$ cat src/rtl/cpu_pkg.sv
// Shared definitions for the 4-bit accumulator CPU sequencer.
//   - state_e    : sequencer states
//   - OP_*       : 4-bit opcodes (instruction bits [7:4])
//   - OC_*       : alu operation codes driven on alu_oc_o
package cpu_pkg;

  localparam int OPC_W = 4;
  localparam int OC_W  = 3;

  typedef enum logic [2:0] {
    FETCH   = 3'd0,
    DECODE  = 3'd1,
    OPERAND = 3'd2,
    EXECUTE = 3'd3,
    STORE   = 3'd4,
    HALT    = 3'd5
  } state_e;

  localparam logic [OPC_W-1:0] OP_NOP   = 4'b0000;
  localparam logic [OPC_W-1:0] OP_XOR   = 4'b0001;
  localparam logic [OPC_W-1:0] OP_AND   = 4'b0010;
  localparam logic [OPC_W-1:0] OP_OR    = 4'b0011;
  localparam logic [OPC_W-1:0] OP_ADD   = 4'b0100;
  localparam logic [OPC_W-1:0] OP_ADD1  = 4'b0101;
  localparam logic [OPC_W-1:0] OP_SUB1  = 4'b0110;
  localparam logic [OPC_W-1:0] OP_SUB   = 4'b0111;
  localparam logic [OPC_W-1:0] OP_LOAD  = 4'b1000;
  localparam logic [OPC_W-1:0] OP_STORE = 4'b1001;
  localparam logic [OPC_W-1:0] OP_JMP   = 4'b1010;
  localparam logic [OPC_W-1:0] OP_JZ    = 4'b1011;
  localparam logic [OPC_W-1:0] OP_JC    = 4'b1100;
  localparam logic [OPC_W-1:0] OP_HALT  = 4'b1111;

  localparam logic [OC_W-1:0] OC_NONE = 3'b000;
  localparam logic [OC_W-1:0] OC_XOR  = 3'b001;
  localparam logic [OC_W-1:0] OC_AND  = 3'b010;
  localparam logic [OC_W-1:0] OC_OR   = 3'b011;
  localparam logic [OC_W-1:0] OC_ADD  = 3'b100;
  localparam logic [OC_W-1:0] OC_ADD1 = 3'b101;
  localparam logic [OC_W-1:0] OC_SUB1 = 3'b110;
  localparam logic [OC_W-1:0] OC_SUB  = 3'b111;

endpackage

$ cat src/rtl/cpu_control_unit_decoder.sv
// Combinational opcode classifier for the CPU sequencer.
// Ports:
//   opcode_i        : instruction bits [7:4]
//   needs_operand_o : instruction reads mem[operand] before executing
//   is_alu_o        : instruction writes acc/flags from the alu
//   is_load_o       : LOAD
//   is_jump_o       : JMP / JZ / JC
//   is_store_o      : STORE
//   is_halt_o       : HALT
//   alu_oc_o        : alu operation for alu-class opcodes, OC_NONE otherwise
module instr_decoder
  import cpu_pkg::*;
(
  input  logic [OPC_W-1:0] opcode_i,
  output logic             needs_operand_o,
  output logic             is_alu_o,
  output logic             is_load_o,
  output logic             is_jump_o,
  output logic             is_store_o,
  output logic             is_halt_o,
  output logic [OC_W-1:0]  alu_oc_o
);

  always_comb begin
    needs_operand_o = 1'b0;
    is_alu_o        = 1'b0;
    is_load_o       = 1'b0;
    is_jump_o       = 1'b0;
    is_store_o      = 1'b0;
    is_halt_o       = 1'b0;
    alu_oc_o        = OC_NONE;
    unique case (opcode_i)
      OP_XOR:   begin is_alu_o = 1'b1; needs_operand_o = 1'b1; alu_oc_o = OC_XOR; end
      OP_AND:   begin is_alu_o = 1'b1; needs_operand_o = 1'b1; alu_oc_o = OC_AND; end
      OP_OR:    begin is_alu_o = 1'b1; needs_operand_o = 1'b1; alu_oc_o = OC_OR;  end
      OP_ADD:   begin is_alu_o = 1'b1; needs_operand_o = 1'b1; alu_oc_o = OC_ADD; end
      OP_SUB:   begin is_alu_o = 1'b1; needs_operand_o = 1'b1; alu_oc_o = OC_SUB; end
      // Increment/decrement use a constant b, so no operand fetch.
      OP_ADD1:  begin is_alu_o = 1'b1; alu_oc_o = OC_ADD1; end
      OP_SUB1:  begin is_alu_o = 1'b1; alu_oc_o = OC_SUB1; end
      OP_LOAD:  begin is_load_o = 1'b1; needs_operand_o = 1'b1; end
      OP_STORE: is_store_o = 1'b1;
      OP_JMP, OP_JZ, OP_JC: is_jump_o = 1'b1;
      OP_HALT:  is_halt_o = 1'b1;
      // NOP, 1101 and 1110 fall through as no-ops.
      default:  ;
    endcase
  end

endmodule

$ cat src/rtl/cpu_control_unit.sv
// Multi-cycle sequencer for the 4-bit accumulator CPU. Fetches instructions
// over a req/ready memory port, decodes them, drives the external alu and
// holds the architectural state (pc, acc, carry, zero).
// Ports:
//   clk_i, rst_ni            : clock, synchronous active-low reset
//   mem_req_o/we_o/addr_o    : memory request, direction, address
//   mem_wdata_o              : store data {0, acc}
//   mem_rdata_i, mem_ready_i : read data, transfer-complete strobe
//   alu_a_o/b_o/oc_o         : alu operands and operation
//   alu_result_i/carry_i     : alu result and carry/borrow
//   acc_o, pc_o              : accumulator, program counter
//   carry_o, zero_o          : registered flags
//   halted_o                 : high while in HALT
module cpu_control_unit
  import cpu_pkg::*;
#(
  parameter int DATA_WIDTH           = 4,
  parameter int ADDR_WIDTH           = 4,
  parameter int INSTR_WIDTH          = 8,
  parameter int OPERATION_CODE_WIDTH = 3
) (
  input  logic                            clk_i,
  input  logic                            rst_ni,
  output logic                            mem_req_o,
  output logic                            mem_we_o,
  output logic [ADDR_WIDTH-1:0]           mem_addr_o,
  output logic [INSTR_WIDTH-1:0]          mem_wdata_o,
  input  logic [INSTR_WIDTH-1:0]          mem_rdata_i,
  input  logic                            mem_ready_i,
  output logic [DATA_WIDTH-1:0]           alu_a_o,
  output logic [DATA_WIDTH-1:0]           alu_b_o,
  output logic [OPERATION_CODE_WIDTH-1:0] alu_oc_o,
  input  logic [DATA_WIDTH-1:0]           alu_result_i,
  input  logic                            alu_carry_i,
  output logic [DATA_WIDTH-1:0]           acc_o,
  output logic [ADDR_WIDTH-1:0]           pc_o,
  output logic                            carry_o,
  output logic                            zero_o,
  output logic                            halted_o
);

  state_e                  state_q, state_d;
  logic [ADDR_WIDTH-1:0]   pc_q, pc_d;
  logic [DATA_WIDTH-1:0]   acc_q, acc_d;
  logic [INSTR_WIDTH-1:0]  ir_q, ir_d;
  logic [DATA_WIDTH-1:0]   opnd_q, opnd_d;
  logic                    carry_q, carry_d;
  logic                    zero_q, zero_d;
  // Cleared by reset and set one cycle later, so the bus stays idle in the
  // cycle after a reset edge even though the state is already FETCH.
  logic                    run_q;

  logic [OPC_W-1:0]        opcode;
  logic [ADDR_WIDTH-1:0]   operand;
  logic                    xfer;
  logic                    jump_taken;

  logic                    dec_needs_operand;
  logic                    dec_is_alu;
  logic                    dec_is_load;
  logic                    dec_is_jump;
  logic                    dec_is_store;
  logic                    dec_is_halt;
  logic [OC_W-1:0]         dec_alu_oc;

  assign opcode  = ir_q[INSTR_WIDTH-1 -: OPC_W];
  assign operand = ir_q[ADDR_WIDTH-1:0];

  instr_decoder u_decoder (
    .opcode_i        (opcode),
    .needs_operand_o (dec_needs_operand),
    .is_alu_o        (dec_is_alu),
    .is_load_o       (dec_is_load),
    .is_jump_o       (dec_is_jump),
    .is_store_o      (dec_is_store),
    .is_halt_o       (dec_is_halt),
    .alu_oc_o        (dec_alu_oc)
  );

  // Bus controls decode registered state only; mem_ready_i never feeds them.
  assign mem_req_o   = run_q && ((state_q == FETCH) || (state_q == OPERAND) ||
                                 (state_q == STORE));
  assign mem_we_o    = (state_q == STORE);
  assign mem_addr_o  = (state_q == FETCH) ? pc_q : operand;
  assign mem_wdata_o = {{(INSTR_WIDTH-DATA_WIDTH){1'b0}}, acc_q};
  assign xfer        = mem_req_o && mem_ready_i;

  assign alu_a_o  = acc_q;
  assign acc_o    = acc_q;
  assign pc_o     = pc_q;
  assign carry_o  = carry_q;
  assign zero_o   = zero_q;
  assign halted_o = (state_q == HALT);

  // Conditional jumps test the flags left by the last ALU op or LOAD.
  always_comb begin
    jump_taken = 1'b0;
    unique case (opcode)
      OP_JMP:  jump_taken = 1'b1;
      OP_JZ:   jump_taken = zero_q;
      OP_JC:   jump_taken = carry_q;
      default: jump_taken = 1'b0;
    endcase
  end

  always_ff @(posedge clk_i) begin
    if (!rst_ni) begin
      state_q <= FETCH;
      pc_q    <= '0;
      acc_q   <= '0;
      ir_q    <= '0;
      opnd_q  <= '0;
      carry_q <= 1'b0;
      zero_q  <= 1'b1;
      run_q   <= 1'b0;
    end else begin
      state_q <= state_d;
      pc_q    <= pc_d;
      acc_q   <= acc_d;
      ir_q    <= ir_d;
      opnd_q  <= opnd_d;
      carry_q <= carry_d;
      zero_q  <= zero_d;
      run_q   <= 1'b1;
    end
  end

  always_comb begin
    state_d  = state_q;
    pc_d     = pc_q;
    acc_d    = acc_q;
    ir_d     = ir_q;
    opnd_d   = opnd_q;
    carry_d  = carry_q;
    zero_d   = zero_q;
    alu_b_o  = '0;
    alu_oc_o = '0;

    unique case (state_q)
      FETCH: begin
        if (xfer) begin
          ir_d    = mem_rdata_i;
          pc_d    = pc_q + ADDR_WIDTH'(1);
          state_d = DECODE;
        end
      end

      DECODE: begin
        if (dec_is_halt) begin
          state_d = HALT;
        end else if (dec_needs_operand) begin
          state_d = OPERAND;
        end else if (dec_is_store) begin
          state_d = STORE;
        end else if (dec_is_alu) begin
          state_d = EXECUTE;
        end else begin
          if (dec_is_jump && jump_taken) begin
            pc_d = operand;
          end
          state_d = FETCH;
        end
      end

      OPERAND: begin
        if (xfer) begin
          opnd_d  = mem_rdata_i[DATA_WIDTH-1:0];
          state_d = EXECUTE;
        end
      end

      EXECUTE: begin
        if (dec_is_alu) begin
          alu_oc_o = OPERATION_CODE_WIDTH'(dec_alu_oc);
          alu_b_o  = dec_needs_operand ? opnd_q : DATA_WIDTH'(1);
          acc_d    = alu_result_i;
          carry_d  = alu_carry_i;
          zero_d   = (alu_result_i == '0);
        end else if (dec_is_load) begin
          acc_d  = opnd_q;
          zero_d = (opnd_q == '0);
        end
        state_d = FETCH;
      end

      STORE: begin
        if (xfer) begin
          state_d = FETCH;
        end
      end

      HALT: state_d = HALT;

      default: state_d = FETCH;
    endcase
  end

endmodule

$ cat config.mk
export PLATFORM = sky130hd
export DESIGN_NAME = cpu_control_unit
export DESIGN_NICKNAME = d
export VERILOG_FILES = /design/src/rtl/cpu_pkg.sv /design/src/rtl/cpu_control_unit_decoder.sv /design/src/rtl/cpu_control_unit.sv
export SDC_FILE = /design/constraint.sdc
export NUM_CORES = 1
export LEC_CHECK = 0
export CAP_MARGIN = 20
export CORE_ASPECT_RATIO = 2
export CORE_MARGIN = 2
export CORE_UTILIZATION = 30
export CTS_BUF_LIST = sky130_fd_sc_hd__clkbuf_2
export DETAILED_ROUTE_END_ITERATION = 8
export GPL_TIMING_DRIVEN = 0
export PLACE_DENSITY = 0.57
export SLEW_MARGIN = 20
export SYNTH_ARGS = -nofsm -noshare
export SYNTH_HDL_FRONTEND = slang
export SYNTH_HIERARCHICAL = 1
export SYNTH_SLANG_ARGS = --single-unit
$ cat constraint.sdc
create_clock -name clk_i -period 2.55 [get_ports clk_i]
set_clock_uncertainty 0.1 [all_clocks]
set_input_delay 0.51 -clock clk_i [delete_from_list [all_inputs] [get_ports clk_i]]
set_output_delay 0.51 -clock clk_i [all_outputs]
set_load 0.01 [all_outputs]
### Routed metal, one color a layer, run 1

(4 px per um) Two of the layers only.
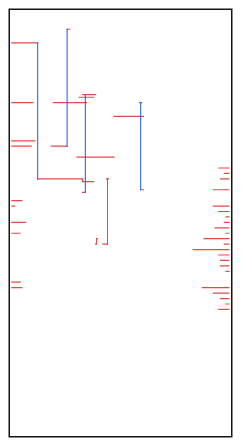
| color | layer | wire length |
|---|---|---|
| blue | M4 | 126 um |
| red | M3 | 153 um |

### Wire density map, run 1

(4 px per um) The die is cut into 11 by 21 equal tiles; dark blue is low, red is high, scaled to the fullest tile. Values are wire area over tile area, all layers added.
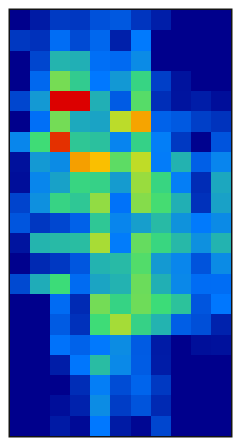
tiles over half the peak: 12%
densest ninth of the die: middle
fullest tile: 0.48
mean over tiles: 0.11

==> reports/metrics.cfg, run 1 <==
[timing]
maxSlewViolCount = 0
setup_viol = 1
finalHoldViolCount = 0
min_period_ns = 2.560
setup_slack_ns = -0.01007
worst_hold_slack_ns = 0.4388

[detailed_routing]
drt_pre_antenna_iters = 4
drt_wl_total_mm = 4.202
drc = 0
drtIter0Drc = 25
top_layer = met4
wl_met1_mm = 1.574
antenna_left = 0

[setup_path]
required_ns = 1.94
crit_top_cell = buf_6
crit_chain = or4b_4 > a41oi_4 > buf_6 > and3_4 > buf_6
cp-start-kind = register
cpPeakStageDelay_ns = 0.56
reg2reg_slack_ns = 0.15
r2r_cells = 7
crit_arrival_ns = 1.95

[logic_synthesis]
most_common_cell = dfxtp_1
ys_sh_adder = 0.007943
synth_flops = 26
ys_types = 48
common_cells = dfxtp_1 (26), nor2_1 (20), mux2i_1 (17), nand2_1 (15), buf_4 (12)
synth.area.mux_share = 0.1366
ys_cells = 182
syn_area_um2 = 1575
top_cell_area_share = 0.3304
synth-edff-count = 0
xor_area_frac = 0
ff_type = dfxtp_1
async_flop_share = 0

[min_path]
whs_path_depth = 1
hold_class = register to register

[global_routing]
grt_util_met3 = 0.01703
grt_max_degree = 16
grt_pass1_vias = 1513

[pwr]
pwr-share-seq = 0.470
clkPwrFrac = 0.274
pg_clk_mw = 0.264
p_int_mw = 0.6999
finalPower_mw = 0.9644

[cells_and_area]
final_cells = 307
largest_reg_flops = 8
nets = 267

[cts]
clock_sinks = 26
postCtsHoldBufs = 0
cts_root_buf = clkbuf_2
clkLatencyLatePin_ns = 0.36
clkSlewWorstSetupHoldPaths_ns = 0.26
htreeDepth = 1

[placement]
post-place-ws_ns = -0.1914
place_congestion = 0.7705

[flow_run]
warnings = 28

[die]
rows = 37
die-width_um = 55.24
initial_core_util = 0.3093

[outcome]
status = finished, violations left
violations = negative setup slack

### Port wiring, run 1

(6 px per um)
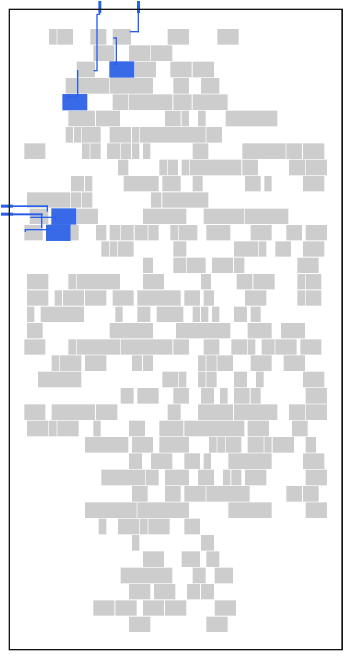
| color | port | bits | direction | edge | end cells | buffers | wire |
|---|---|---|---|---|---|---|---|
| blue | mem_addr_o | 4 | output | 2 left, 2 top | 4 | 4 | 49.7 um |
port bufs: 47
IO Count: 52

### Cell placement, run 1

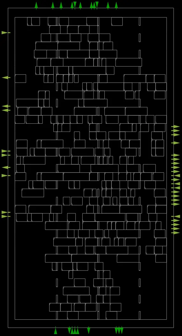
core region area: 5092 um2
Seq area share: 0.2287
FILL cells: 515
Tap Count: 58

==> run 1: cells by family (layout without fill, tap and decap cells) <==
group | Yosys count | in the layout
other cells | 1 | 4
mux | 21 | 21
compound gates | 31 | 31
buf+inv | 27 | 91
simple gates | 75 | 75
fa+ha+maj | 1 | 1
flops | 26 | 26
==> run 1: critical path, delay by kind of cell, from the launching register on <==
| family | cells | cell delay (ns) |
|---|---|---|
| simple gates | 2 | 0.73 |
| flops | 1 | 0.43 |
| buf+inv | 2 | 0.23 |
| compound gates | 1 | 0.20 |
==> run 1: final cells by class <==
cell class              instances  area share
well taps                      58     0.03049
multi-input cells             132      0.4106
flip-flops and latches         26      0.2287
inverters                       5    0.007886
plain buffers                  17     0.04732
repair buffers                 65      0.2560
clock buffers                   3    0.006309
clock inverters                 1     0.01262
==> run 2: changes to the inputs <==
--- a/config.mk
+++ b/config.mk
@@ -6,11 +6,12 @@
 export NUM_CORES = 1
 export LEC_CHECK = 0
 export CAP_MARGIN = 20
-export CORE_ASPECT_RATIO = 2
+export CORE_ASPECT_RATIO = 0.7
 export CORE_MARGIN = 2
 export CORE_UTILIZATION = 30
 export CTS_BUF_LIST = sky130_fd_sc_hd__clkbuf_2
 export DETAILED_ROUTE_END_ITERATION = 8
+export GPL_ROUTABILITY_DRIVEN = 0
 export GPL_TIMING_DRIVEN = 0
 export PLACE_DENSITY = 0.57
 export SLEW_MARGIN = 20
==> run 2 against run 1 <==
The run still ends with negative setup slack left. Core utilization rose by 0.13 points. Fmax barely moved. Die area fell by 0.44%. First-iteration DRC count rose by 92%. Count of clock-buffer cells in the layout did not move. Wire length rose by 3.2%. Non-clock buffer count rose by 2. Global-route usage fell by 0.52 points. Critical path depth did not move. Clock power rose by 4%. Register-to-register slack got worse by 0.02 ns. Critical path type unchanged. Largest cell class unchanged. Highest routed layer unchanged.
==> reports/metrics.cfg, run 2 <==
[cts]
postCtsHoldBufs = 0
cts_root_buf = clkbuf_2
clock_sinks = 26

[die]
rows = 22
io_pins = 52
core_um2 = 5147
die-width_um = 90.61

[placement]
post-place-ws_ns = -0.2717

[cells_and_area]
nets = 269
fillers = 515

[pwr]
clkPwrFrac = 0.280
pg_clk_mw = 0.274
pwr-share-seq = 0.462
p_int_mw = 0.7030

[timing]
setup_slack_ns = -0.01028
min_period_ns = 2.560
maxSlewViolCount = 0
worst_hold_slack_ns = 0.4299
setup_viol = 3

[detailed_routing]
drtIter0Drc = 48
top_layer = met4
drt_wl_total_mm = 4.336
drt_pre_antenna_iters = 4
drc = 0

[outcome]
status = finished, violations left
violations = negative setup slack

[setup_path]
required_ns = 1.94
cp-start-kind = register
r2r_cells = 7
crit_arrival_ns = 1.95
reg2reg_slack_ns = 0.13

[logic_synthesis]
async_flop_share = 0
synth_flops = 26
ys_sh_adder = 0.007943
most_common_cell = dfxtp_1
common_cells = dfxtp_1 (26), nor2_1 (20), mux2i_1 (17), nand2_1 (15), buf_4 (12)
synth.area.mux_share = 0.1366
syn_area_um2 = 1575
ff_type = dfxtp_1
synth-edff-count = 0
ys_cells = 182
top_cell_area_share = 0.3304
ys_types = 48

[min_path]
hold_class = register to register
whs_path_depth = 2

[flow_run]
warnings = 28

[global_routing]
grt_util_met3 = 0.03837

-- run 2: cell count changes in the layout (fill, tap and decap cells not counted), sizes merged --
cell	delta
buf	+3
clkdlybuf4s15	+4
dlygate4sd2	-5
-- run 2: final cells by class --
| cell class | count | area share |
|---|---|---|
| multi-input cells | 132 | 0.4035 |
| repair buffers | 65 | 0.2505 |
| flip-flops and latches | 26 | 0.2246 |
| plain buffers | 19 | 0.05757 |
| well taps | 72 | 0.03734 |
| clock inverters | 1 | 0.01245 |
| inverters | 5 | 0.007780 |
| clock buffers | 3 | 0.006224 |
-- run 2: critical path, delay by kind of cell, from the launching register on --
kind                   cells  cell delay [ns]
AND/OR/NAND/NOR            2             0.74
buffers and inverters      2             0.23
flip-flops                 1             0.43
AND-OR/OR-AND              1             0.17
### Cell placement, run 2

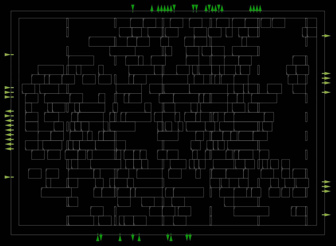
post-layout util: 0.4686
Seq area share: 0.2246

### Wire density map, run 2

(4 px per um) The die is cut into 18 by 13 equal tiles; dark blue is low, red is high, scaled to the fullest tile. Values are wire area over tile area, all layers added.
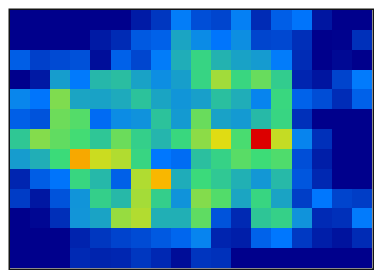
mean over tiles: 0.12
tiles over half the peak: 12%
emptiest ninth of the die: top left
nearly empty tiles: 18%
fullest tile: 0.45

### Port wiring, run 2

(4 px per um)
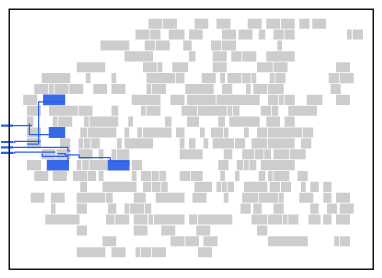

==> run 3: changes to the inputs <==
--- a/config.mk
+++ b/config.mk
@@ -14,6 +14,7 @@
 export GPL_ROUTABILITY_DRIVEN = 0
 export GPL_TIMING_DRIVEN = 0
 export PLACE_DENSITY = 0.57
+export SETUP_SLACK_MARGIN = 0.1
 export SLEW_MARGIN = 20
 export SYNTH_ARGS = -nofsm -noshare
 export SYNTH_HDL_FRONTEND = slang
==> run 3 against run 2 <==
The flow still finishes with violations (negative setup slack). Sequential share of layout area down 1.2 points. Sequential power about the same. Non-clock buffer count rose by 10. Count of clock-buffer cells in the layout stayed put. Core utilization is 2.5 points higher. Setup slack worse by 0.0037 ns. First-iteration DRC count increased by 60%. Highest routed layer unchanged. Area after synthesis is the same. Cell count grew 3.1%. Register-to-register slack improved by 0.09 ns. Wire length is 4.5% higher. Worst hold slack got worse by 0.0013 ns.
==> reports/metrics.cfg, run 3 <==
[outcome]
status = finished, violations left
violations = negative setup slack

[pwr]
power.leakage_nw = 1.135
pg_clk_mw = 0.270
finalPower_mw = 1.010
maxPowerGroup = registers
pwr-share-seq = 0.447
p_int_mw = 0.7275
clkPwrFrac = 0.268

[global_routing]
grt_pass1_vias = 1326
grt_max_degree = 16
grt_util_met3 = 0.03837
top_usage_layer = met1

[timing]
worst_hold_slack_ns = 0.4286
maxSlewViolCount = 0
setup_viol = 3
setup_slack_ns = -0.01399
finalHoldViolCount = 0
min_period_ns = 2.564

[cells_and_area]
num-nonclk-buffers = 94
num-clock-buffers = 3
flops = 26
largest_reg_flops = 8
fillers = 505
layout.nonclk_buf_frac = 0.3383
comb_share = 0.3890
inverters = 5
nets = 279
clock_cell_area_share = 0.01773
biggestCellCategory = logic gates
final_cells = 333

[logic_synthesis]
ys_cells = 182
yosysTopAreaCell = dfxtp_1
most_common_cell = dfxtp_1
xor_area_frac = 0
synthCells = 182
ys_sh_adder = 0.007943
ff_type = dfxtp_1
common_cells = dfxtp_1 (26), nor2_1 (20), mux2i_1 (17), nand2_1 (15), buf_4 (12)
synth_flops = 26
top_cell_area_share = 0.3304
synth-edff-count = 0
synth.area.mux_share = 0.1366
ys_types = 48
syn_area_um2 = 1575
simple_gate_area_frac = 0.2685

[cts]
clock_sinks = 26
cts_root_buf = clkbuf_2
clkLatencyLatePin_ns = 0.37
clkSlewWorstSetupHoldPaths_ns = 0.28
postCtsHoldBufs = 0
htreeDepth = 1

[setup_path]
crit_arrival_ns = 1.95
cp-start-kind = register
required_ns = 1.94
r2r_cells = 9
reg2reg_slack_ns = 0.22

[die]
taps = 72
initial_core_util = 0.3060
io_pins = 52
rows = 22
die-width_um = 90.61

[detailed_routing]
drt_pre_antenna_iters = 5
antenna_left = 0
drtIter0Drc = 77
drc = 0
drt_wl_total_mm = 4.532
routed-wl-met3_um = 260
wl_met1_mm = 2.320

[placement]
post-place-ws_ns = -0.2717
portBuffers = 47
place_area_um2 = 2147

[min_path]
hold_class = register to register
whs_path_depth = 2

[flow_run]
warnings = 28

## run 3: worst max-delay path, cell delays in order, from the launching register on
cell and delay [ns]:
dfxtp_4 0.43, or4b_4 0.56, a41oi_4 0.17, buf_6 0.15
and3_4 0.18, buf_6 0.09
## run 3: worst max-delay path by stage
| stage | to | slack [ns] | cells after the start |
|---|---|---|---|
| after global routing | alu_b_o[3] | -0.12 | 5 |
| after detailed placement | alu_b_o[0] | -0.27 | 7 |
| after floorplan | pc_o[0]$_SDFFE_PN0P_ | 0.33 | 6 |
| final | alu_b_o[1] | -0.01 | 5 |
| after CTS | alu_b_o[1] | -0.08 | 5 |
| after global placement | alu_b_o[0] | -0.24 | 7 |
### Port wiring, run 3

(4 px per um)
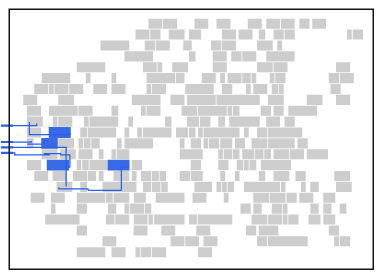
| color | port | bits | direction | edge | end cells | buffers | wire |
|---|---|---|---|---|---|---|---|
| blue | mem_addr_o | 4 | output | left | 4 | 4 | 97.5 um |

### Register map, names as in the netlist, run 3

(6 px per um) Other sequential cells in the stronger gray, the rest of the logic in the fainter gray.
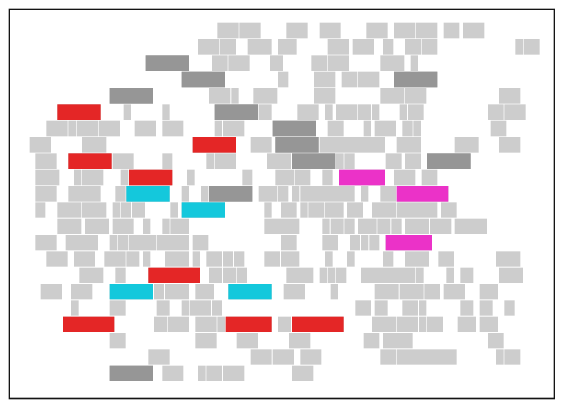
| color | signal | flops |
|---|---|---|
| cyan | pc_o | 4 |
| red | ir_q | 8 |
| magenta | state_q | 3 |
not colored: 11
sequential cell area: 539.3 um2
Seq area share: 0.2122
seq pwr: 0.451 mW
post-layout util: 0.4937

### Routed metal, one color a layer, run 3

(4 px per um) Two of the layers only.
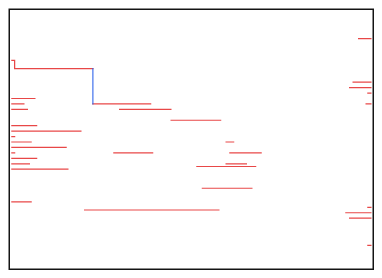
| color | layer | wire length |
|---|---|---|
| blue | M4 | 8.80 um |
| red | M3 | 260 um |

No activity file was given, so power comes from the tool's default toggle rates.
